==> config.mk <==
export PLATFORM = sky130hd
export DESIGN_NAME = mem2axil_master
export DESIGN_NICKNAME = d
export VERILOG_FILES = /design/src/rtl/mem2axil_master.sv
export SDC_FILE = /design/constraint.sdc
export NUM_CORES = 1
export LEC_CHECK = 0
export CORE_AREA = 2 2 100 102
export CTS_CLUSTER_SIZE = 28
export DETAILED_ROUTE_END_ITERATION = 8
export DIE_AREA = 0 0 102 104
export DONT_BUFFER_PORTS = 1
export PLACE_DENSITY = 0.68
export SLEW_MARGIN = 20
export SYNTH_ARGS = -nofsm -noshare
export SYNTH_HDL_FRONTEND = slang
export SYNTH_SLANG_ARGS = --single-unit
==> constraint.sdc <==
create_clock -name i_aclk -period 2.3 [get_ports i_aclk]
set_clock_uncertainty 0.2 [all_clocks]
set_input_delay 0.575 -clock i_aclk [delete_from_list [all_inputs] [get_ports i_aclk]]
set_output_delay 0.575 -clock i_aclk [all_outputs]
set_load 0.01 [all_outputs]
**Run 1: the metal 1 layer**

Scale bar: 20 um.
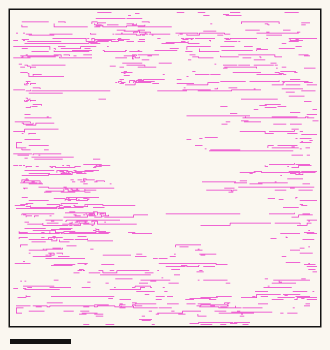
share of all routed wire = 36%
main direction = horizontal
wire length on this layer = 3030 um
routed wire length: 8.355 mm
grt met1 use: 0.1710

**Run 1: I/O pins on the die edge**

Scale bar: 20 um. Pins as bars across the die edge, other pins in gray.
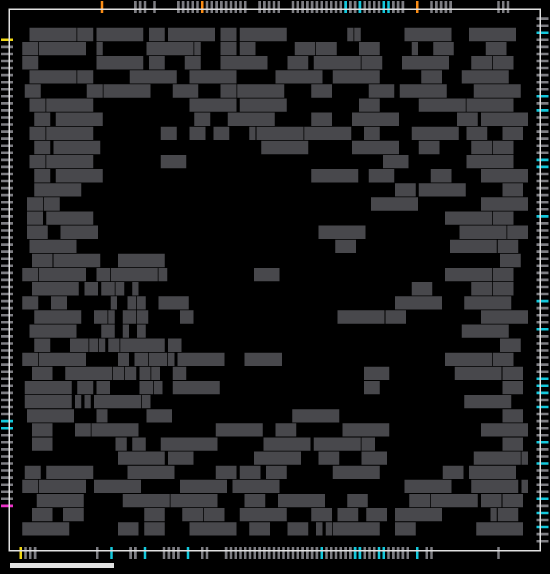
orange -> o_m_arprot  # pins 3, direction output, edge north
yellow -> i_m_bresp  # pins 2, direction input, edge 1 south, 1 west
magenta -> i_aclk  # pins 1, direction input, edge west
cyan -> o_m_awaddr  # pins 32, direction output, edge 17 east, 9 south, 4 north, 2 west
I/O Buffers: 0
die width: 102 um

**Run 1: clock wiring as the flow saved it**

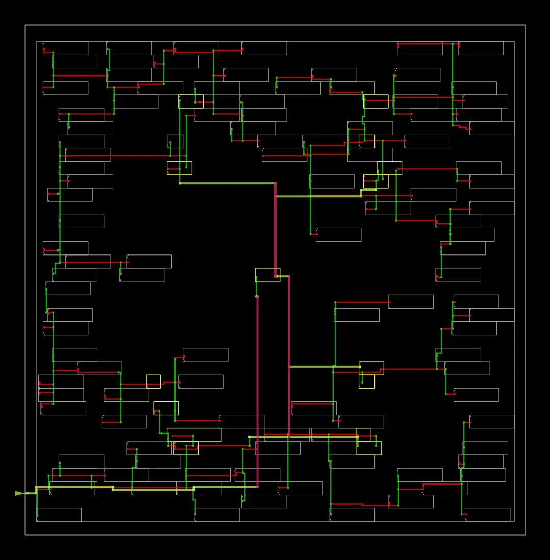
clk_lat worst skew: 360 ps
clk pwr: 1.17 mW
clock sink total: 108

**Run 1: where the registers sit**

Scale bar: 20 um. Other sequential cells in the stronger gray, the rest of the logic in the fainter gray.
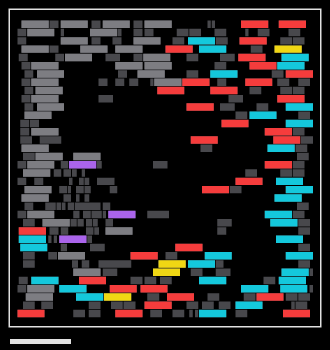
cyan -> o_m_araddr  # sequential cells 30, where all over the die
red -> o_m_wdata  # sequential cells 32
purple -> state_q  # sequential cells 3
yellow -> o_m_wstrb  # sequential cells 4
not colored = 39
flop share of the area: 0.6008
fin util: 0.4710
P_seq: 4.15 mW
register area: 2703 um^2

==> reports/summary.txt, run 1 <==
first-pass GRT wire length: 12.37 mm
Hold Worst Slack: -310.1 ps
Area-dominant class: flip-flops and latches
Max Freq: 465.2 MHz
1st-iter DRT viols: 49
final setup vio count: 0
initial core utilization: 0.4611
status: complete, but fails checks
Syn Inst Count: 306
worst-path cell chain: buf_4 > nor3_1
Reg power frac: 0.605
ys cells: 306
Cell Rows: 36
minimum clock period: 2150 ps
Comb power frac: 0.225
global route total overflow: 0
TritonCTS clock tree: done
most used routing layer: met2
synth top area cells: dfrtp_1, mux2_2, buf_4
Core Area: 9549 um^2
Critical Path Fanout Max: 14
met2 WL: 4.365 mm
Synth Seq Share: 0.6138
CTS Buffer Depth: 2
final hold vios: 108
placed cell count: 397
xor/xnor share: 0
failing checks: negative hold slack
Non-clock buffers: 6
Crit path required time: 1520 ps
Simple-Gate Fraction of Synth Area: 0.03467
Max Cap Viol: 0
Worst-path clk slew: 100 ps
drt drc: 0
Placement Cell Area: 4289 um^2
R2R setup slack: 310 ps
Tot GR Track Use: 0.1537
number of warnings in the stage logs: 34
Logic Gate Count: 148
most area-hungry cell type in the Yosys netlist: dfrtp_1
share of cells above drive strength 1: 0.3000
area growth from synthesis to layout: 2.160%
Main synth FF type: dfrtp_1
period utilization: 0.9346
Slew Limit Fails: 0
clock network fraction of total power: 0.170
Gate Area: 1343 um^2
Vias/cell: 5.603
worst min path class: in -> async
antenna violations before repair: 0
Post-synth regs: 108
Critical Path End Type: output pin
crit start category: flip-flop
Mux cell area share: 0.1762
ys async rst share: 1.000
**Run 1: a small window of the routed layout**

Scale bar: 20 um. Region (26, 48) to (76, 98) um. Cells in gray, sequential cells in the stronger gray; small squares are vias.
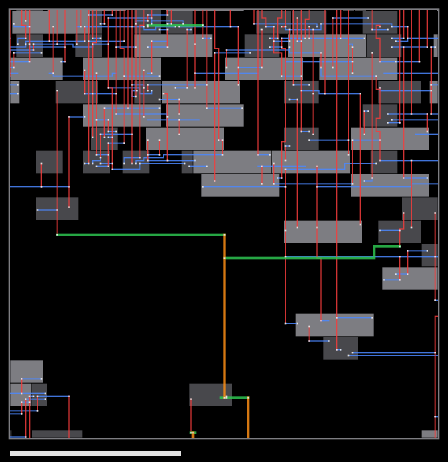

==> run 1 -> run 2 <==
--- a/config.mk
+++ b/config.mk
@@ -10,6 +10,8 @@
 export DETAILED_ROUTE_END_ITERATION = 8
 export DIE_AREA = 0 0 102 104
 export DONT_BUFFER_PORTS = 1
+export GPL_TIMING_DRIVEN = 0
+export MAX_ROUTING_LAYER = met4
 export PLACE_DENSITY = 0.68
 export SLEW_MARGIN = 20
 export SYNTH_ARGS = -nofsm -noshare
**Run 2: a small window of the routed layout**

Scale bar: 20 um. Region (26, 48) to (76, 98) um. Cells in gray, sequential cells in the stronger gray; small squares are vias.
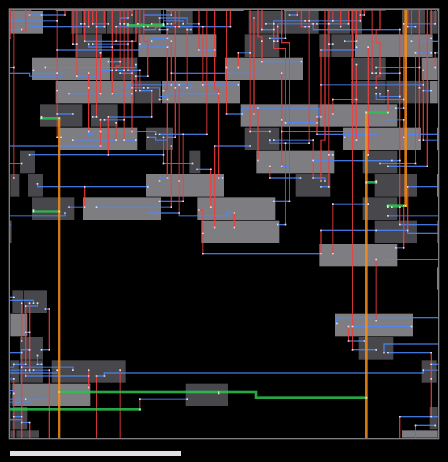
blue -> M1
red -> M2
green -> M3
orange -> M4
sequential cells in the window = 18
most frequent = dfrtp_1 (18), mux2_2 (10), a22o_1 (8)
cells with their middle in the window = 62

**Run 2: the metal 1 layer**

Scale bar: 20 um.
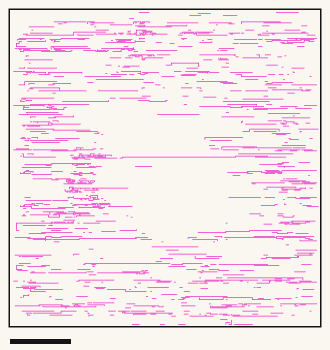
share of all routed wire = 38%
main direction = horizontal
longest straight run = 37.3 um
wire length on this layer = 3500 um
routed wire length: 9.161 mm
grt met1 use: 0.2020
via count: 2448

==> run 2 against run 1 <==
Net effect: the run still ends with negative hold slack left; die size unchanged; maximum frequency up 1.5%; global-route usage rose by 2.3 points; sequential share of layout area is 3.6 points lower; count of clock-buffer cells in the layout is 1 higher; critical path type is now reg -> reg; critical endpoint is now o_m_wdata[30]$_DFFE_PN0P_; routed wire length up 9.6%; synthesized area unchanged; non-clock buffer count grew 51; via count increased by 5.8%; sequential cell count is the same; register-to-register slack got worse by 130 ps; combinational power grew 38%.
==> reports/summary.txt, run 2 <==
Clock-cell share: 0.03687 (was 0.04645)
final setup vio count: 0 (unchanged)
CTS Buffer Depth: 2 (unchanged)
Slew Limit Fails: 0 (unchanged)
status: complete, but fails checks (unchanged)
Hold Worst Slack: -305.0 ps (was -310.1 ps)
worst min path class: in -> async (unchanged)
first-pass GRT wire length: 13.83 mm (was 12.37 mm)
most frequent cells in the layout: dfrtp_1, mux2_2, buf_4, a22o_1, buf_2 (was dfrtp_1, mux2_2, a22o_1, conb_1, clkbuf_8)
synthesis warning total: 0 (unchanged)
share of cells above drive strength 1: 0.4061 (was 0.3000)
flop share of the area: 0.5649 (was 0.6008)
P_seq: 4.00 mW (was 4.15 mW)
Critical Path End Type: flip-flop (was output pin)
ys async rst share: 1.000 (unchanged)
largest net degree at the start of global routing: 109 (unchanged)
ys cells: 306 (unchanged)
area growth from synthesis to layout: 8.667% (was 2.160%)
Simple-Gate Fraction of Synth Area: 0.03467 (unchanged)
Worst-path clk slew: 100 ps (about the same)
I/O Buffers: 0 (unchanged)
Syn Inst Count: 306 (unchanged)
Non-clock buffers: 57 (was 6)
antenna violations before repair: 0 (unchanged)
Core Area: 9549 um^2 (unchanged)
Crit path required time: 2350 ps (was 1520 ps)
Vias/cell: 5.287 (was 5.603)
placed cell count: 448 (was 397)
Gate Area: 1341 um^2 (was 1343 um^2)
period utilization: 0.9204 (was 0.9346)
drt first pass iters: 4 (unchanged)
most area-hungry cell type in the Yosys netlist: dfrtp_1 (unchanged)
Mux cell area share: 0.1762 (unchanged)
drt drc: 0 (unchanged)
GRT met3 Usage: 0.04973 (was 0.06586)
Cell Rows: 36 (unchanged)
Logic Gate Count: 148 (unchanged)
global route total overflow: 0 (unchanged)
Synth Seq Share: 0.6138 (unchanged)
crit start category: flip-flop (unchanged)
Critical Path Fanout Max: 10 (was 14)
Placement Cell Area: 4603 um^2 (was 4289 um^2)
met3 wire len: 862 um (was 871 um)
TritonCTS clock tree: done (unchanged)
clk pwr: 1.05 mW (was 1.17 mW)
register area: 2703 um^2 (unchanged)
Max Freq: 472.4 MHz (was 465.2 MHz)
met2 WL: 4.622 mm (was 4.365 mm)
R2R setup slack: 180 ps (was 310 ps)
xor/xnor share: 0 (unchanged)
1st-iter DRT viols: 57 (was 49)
Reg power frac: 0.557 (was 0.605)
clock network fraction of total power: 0.146 (was 0.170)
failing checks: negative hold slack (unchanged)
adder share: 0 (unchanged)
clock sink total: 108 (unchanged)
final hold vios: 108 (unchanged)
Yosys Chip Area: 4403 um^2 (unchanged)
Max Cap Viol: 0 (unchanged)
most used routing layer: met2 (unchanged)
nets@finish: 439 (was 388)
Tot GR Track Use: 0.1766 (was 0.1537)
number of warnings in the stage logs: 34 (unchanged)
clk_lat worst skew: 350 ps (was 360 ps)
Comb power frac: 0.296 (was 0.225)
fin util: 0.5010 (was 0.4710)
minimum clock period: 2117 ps (was 2150 ps)
Area-dominant class: flip-flops and latches (unchanged)
Main synth FF type: dfrtp_1 (unchanged)
wl on met1: 3.504 mm (was 3.029 mm)
Die Ht: 104 um (unchanged)
synth top area cells: dfrtp_1, mux2_2, buf_4 (unchanged)
worst-path cell chain: nor4b_4 > buf_2 > buf_6 > mux2_1 (was buf_4 > nor3_1)
initial core utilization: 0.4611 (unchanged)
Post-synth regs: 108 (unchanged)
dominant kind of combinational cell: multiplexers (unchanged)
Non-Clock Buffer Area Fraction: 0.08159 (was 0.01558)
die width: 102 um (unchanged)
Tot Pwr: 7.177 mW (was 6.869 mW)
Power and IR drop assume default switching activity.
